==> config.mk <==
export PLATFORM = sky130hd
export DESIGN_NAME = kof_input_mapper
export DESIGN_NICKNAME = d
export VERILOG_FILES = /design/src/rtl/kof_input_pkg.sv /design/src/rtl/kof_combo_fsm.sv /design/src/rtl/kof_input_mapper.sv
export SDC_FILE = /design/constraint.sdc
export NUM_CORES = 1
export LEC_CHECK = 0
export CAP_MARGIN = 20
export CORE_MARGIN = 10
export CORE_UTILIZATION = 30
export DETAILED_ROUTE_END_ITERATION = 7
export GPL_TIMING_DRIVEN = 0
export PLACE_DENSITY = 0.49
export SYNTH_ARGS = -nofsm -noshare
export SYNTH_HDL_FRONTEND = slang
export SYNTH_SLANG_ARGS = --single-unit
export TNS_END_PERCENT = 50
==> constraint.sdc <==
create_clock -name clk -period 2.3 [get_ports clk]
set_input_delay 0.23 -clock clk [delete_from_list [all_inputs] [get_ports clk]]
set_output_delay 0.23 -clock clk [all_outputs]
set_load 0.02 [all_outputs]
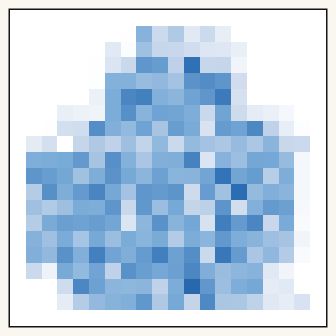
**Above:** run 1 (placement density heat map).
20 x 20 tiles, from white (low) to dark blue (high), 0 to 100% covered.
emptiest ninth of the die: upper left
tiles over 75% full: 0.50%
mean over tiles: 27%
fullest tile: 78%
nearly empty tiles: 34%
Core Footprint: 31640 um^2
Util after Layout: 35.06%
floorplan utilization: 30.47%

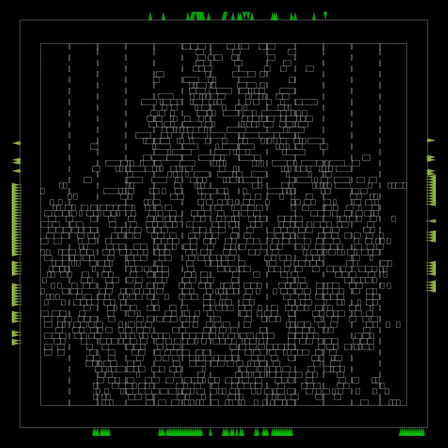
**Above:** run 1 (placed standard cells).
flop count: 44
tapcell count: 402
fillcell total: 3339
Std-Cell Rows: 65
final instance count without filler cells: 1740

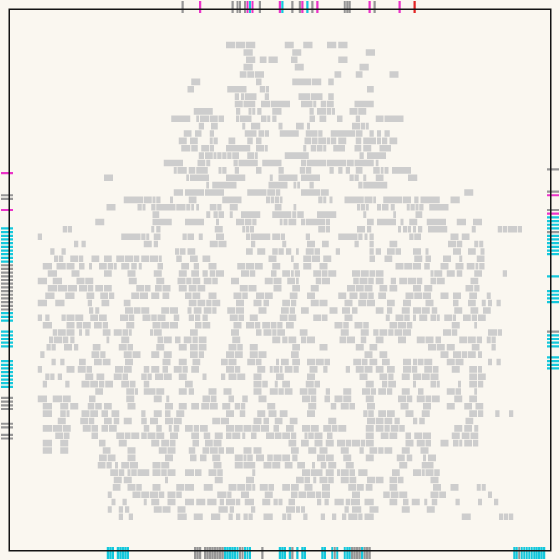
**Above:** run 1 (I/O pins on the die edge).
Pins as bars across the die edge, other pins in grey.
| colour | port | pins | direction | edge |
|---|---|---|---|---|
| cyan | keymap | 96 | input | 44 bottom, 26 left, 23 right, 3 top |
| red | clk | 1 | input | top |
| magenta | pressed | 12 | output | 8 top, 2 left, 2 right |
# port buffers: 77
Die Wd: 199.3 um
die extent in y: 199.3 um

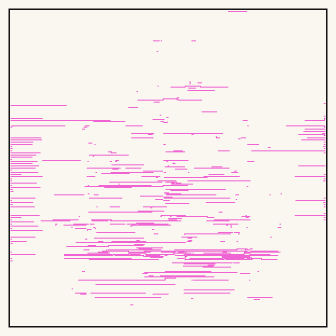
**Above:** run 1 (the metal 3 layer).
wire length on this layer: 4040 um
share of all routed wire: 9.2%
nets with wire on the layer: 208
met3 Resource Use GR: 4.441%
Total Wirelength: 44.01 mm

==> results.toml, run 1 <==
# yosys + openroad results
[clocking]
cts_buffer_depth = 2
clk_latency_ns = 0.29
cts_sinks = 44
clock-root-buffer = "clkbuf_16"
clkTransAtPathRegs_ns = 0.07
numCtsBuffers = 5
post_cts_buffers = 0

[finish]
final_cell_mix = "578 x xnor2_1, 144 x nand4_1, 110 x buf_2, 77 x clkdlybuf4s50_1, 71 x nor2_1"
comb_area_share_pct = 70.81
regArea_um2 = 880.8
diodes = 1
nonClkBufAreaFrac_pct = 15.12

[setup_path]
ff2ff_path_depth = 6
crit_buf_inv = 2
slowest_stage = "clkdlybuf4s50_1"
rrSetupSlack_ns = 0.16
critPathKind = "input port to register"
endpoint_kind = "register"
cp-start-kind = "input port"
crit_family = "buffers and inverters"
crit_fanout = 10

[placed_design]
place_inst = 1731

[yosys]
compound_area_share_pct = 8.268
yosys.area_share.xor_xnor_pct = 52.52
ys_sh_simple_pct = 18.86
ys_cells = 1252
synth-edff-count = 0
synth.area.top_cells = "xnor2_1 53%, nand4_1 9.3%, dfxtp_1 9.1%, buf_2 5.7%, buf_4 3.3%"
most_common_cell = "xnor2_1"
syn-instance-count = 1252
synthDistinctLibCells = 53
syn_nets = 1409
yosysTopAreaCell = "xnor2_1"

[timing]
period_minus_slack_ns = 2.277
max_freq_ghz = 0.4393
worst_slack_ns = 0.02341
fin_crit_sh_pct = 98.98
clock_skew_ns = 0.005959

[power]
peakVddDrop_mv = 0.2751

[status]
status = "finished clean"

[grt]
grt_pass1_wl_mm = 64.05
overflow = 0

[drt]
ant_nets = 0
viasPerCell = 5.606
drt_iter0_markers = 1013

[floorplanning]
die_area_um2 = 39700

[run]
cap_violations = 0
==> run 1: power by group <==
part | leakage (nW) | switching, mW | internal [mW]
clock network | 0.0671 | 0.320 | 0.406
registers | 0.355 | 0.00428 | 0.766
logic | 2.72 | 1.12 | 0.893
total | 3.14 | 1.45 | 2.06
==> run 1: what timing repair did <==
item / in CTS / in global routing
resized: 3 / 2
setup endpoints to repair: 4 / 4
hold buffers: 0 / 0
==> run 1: metal layers <==
| metal | vias to the layer above | GRT usage (%) | share of wire [%] |
|---|---|---|---|
| li1 | 4394 | - | - |
| met1 | 4728 | 27.72 | 42 |
| met2 | 517 | 33.76 | 45 |
| met3 | 113 | 4.441 | 9.2 |
| met4 | 2 | 9.720 | 4.2 |
| met5 | - | 0 | 0.030 |
**Run 1: clock wires, drivers and flops**

The bar under the picture is 50 um long.
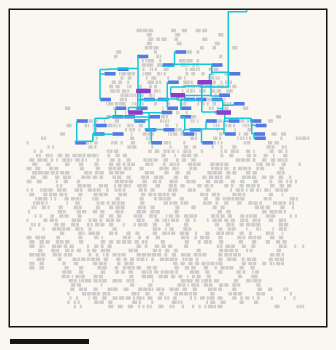

## Run 2: what changed since run 1
--- a/config.mk
+++ b/config.mk
@@ -7,10 +7,11 @@
 export LEC_CHECK = 0
 export CAP_MARGIN = 20
 export CORE_MARGIN = 10
-export CORE_UTILIZATION = 30
+export CORE_UTILIZATION = 50
 export DETAILED_ROUTE_END_ITERATION = 7
 export GPL_TIMING_DRIVEN = 0
-export PLACE_DENSITY = 0.49
+export PLACE_DENSITY = 0.75
+export REMOVE_ABC_BUFFERS = 1
 export SYNTH_ARGS = -nofsm -noshare
 export SYNTH_HDL_FRONTEND = slang
 export SYNTH_SLANG_ARGS = --single-unit
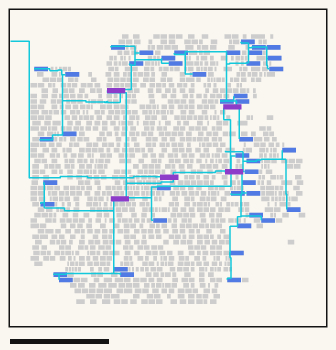
**Above:** run 2 (clock wires, drivers and flops).
The bar under the picture is 50 um long.
[blue] flip-flops | count: 44
[purple] clock drivers | count: 5
[cyan] clock wires | length: 993 um
routed clock nets: 6
Clock Skew: 0.01528 ns
Late-Pin Clk Latency: 0.32 ns
Clock Power Share: 23.1%
Power Clock: 0.830 mW

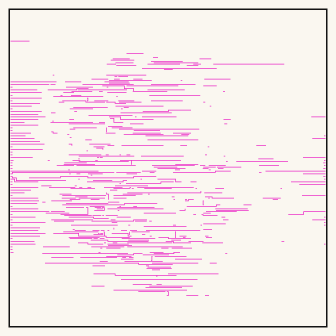
**Above:** run 2 (the metal 3 layer).
main direction: horizontal
share of all routed wire: 12%
Total Wirelength: 36.06 mm
vias: 9618
met3 Resource Use GR: 6.687%

==> run 2 against run 1 <==
  * Worst hold slack got worse by 0.23 ns
  * Final area decreased by 0.50%
  * Routed wire length decreased by 18%
  * Total power rose by 2.3%
  * Via count fell by 1.4%
  * Area after synthesis is the same
  * Clock skew is 0.0093 ns higher
  * Highest routed layer unchanged
==> results.toml, run 2 <==
# yosys + openroad results
[placed_design]
io_buffers = 173
place_inst = 1525

[setup_path]
crit_family = "buffers and inverters"
cp-start-kind = "input port"
crit_fanout = 12
crit_buf_inv = 1
critPathKind = "input port to register"
rrSetupSlack_ns = 0.35

[yosys]
synth.area.top_cells = "xnor2_1 53%, nand4_1 9.3%, dfxtp_1 9.1%, buf_2 5.7%, buf_4 3.3%"
yosysTopAreaCell = "xnor2_1"
syn-instance-count = 1252
compound_area_share_pct = 8.268

[timing]
max_freq_ghz = 0.4437
fin_crit_sh_pct = 97.99
period_minus_slack_ns = 2.254
worst_slack_ns = 0.04616

[floorplanning]
coreArea_um2 = 18830
die_h_um = 158.8
fp_util_pct = 51.19
fp-row-count = 50

[drt]
drt_iter0_markers = 1034
ant_nets = 0
viasPerCell = 6.274

[clocking]
numCtsBuffers = 5
post_cts_buffers = 0
clkTransAtPathRegs_ns = 0.08
cts_sinks = 44
cts_resized = 1
clock-root-buffer = "clkbuf_16"
ctsHoldBuffers = 0

[finish]
finish.utilization_pct = 58.61
diodes = 0

[grt]
grt_pass1_wl_mm = 54.39

[status]
status = "finished clean"
==> run 2: cell type report <==
cell class	count	area, um^2
Multi-Input combinational cell	1038	7833
Fill cell	1702	7794
Timing Repair Buffer	175	1814
Sequential cell	44	880.8
Tap cell	260	325.3
Clock buffer	6	138.9
Inverter	8	30.03
Clock inverter	2	15.01
==> run 2: per-layer routing <==
layer | vias to the layer above | part of all wire, % | global-route usage (%)
met5 | - | 0.036 | 0
met2 | 678 | 44 | 41.98
met4 | 2 | 5.9 | 14.54
met3 | 187 | 12 | 6.687
met1 | 4488 | 39 | 33.06
li1 | 4263 | - | -
==> run 2: power breakdown <==
part           total, mW  leakage, nW  switching (mW)  internal [mW]
Clock              0.830       0.0691           0.395          0.435
Sequential         0.770        0.355         0.00429          0.766
Combinational       1.99         2.64            1.06          0.933
Power is estimated from default activity; no workload was simulated.
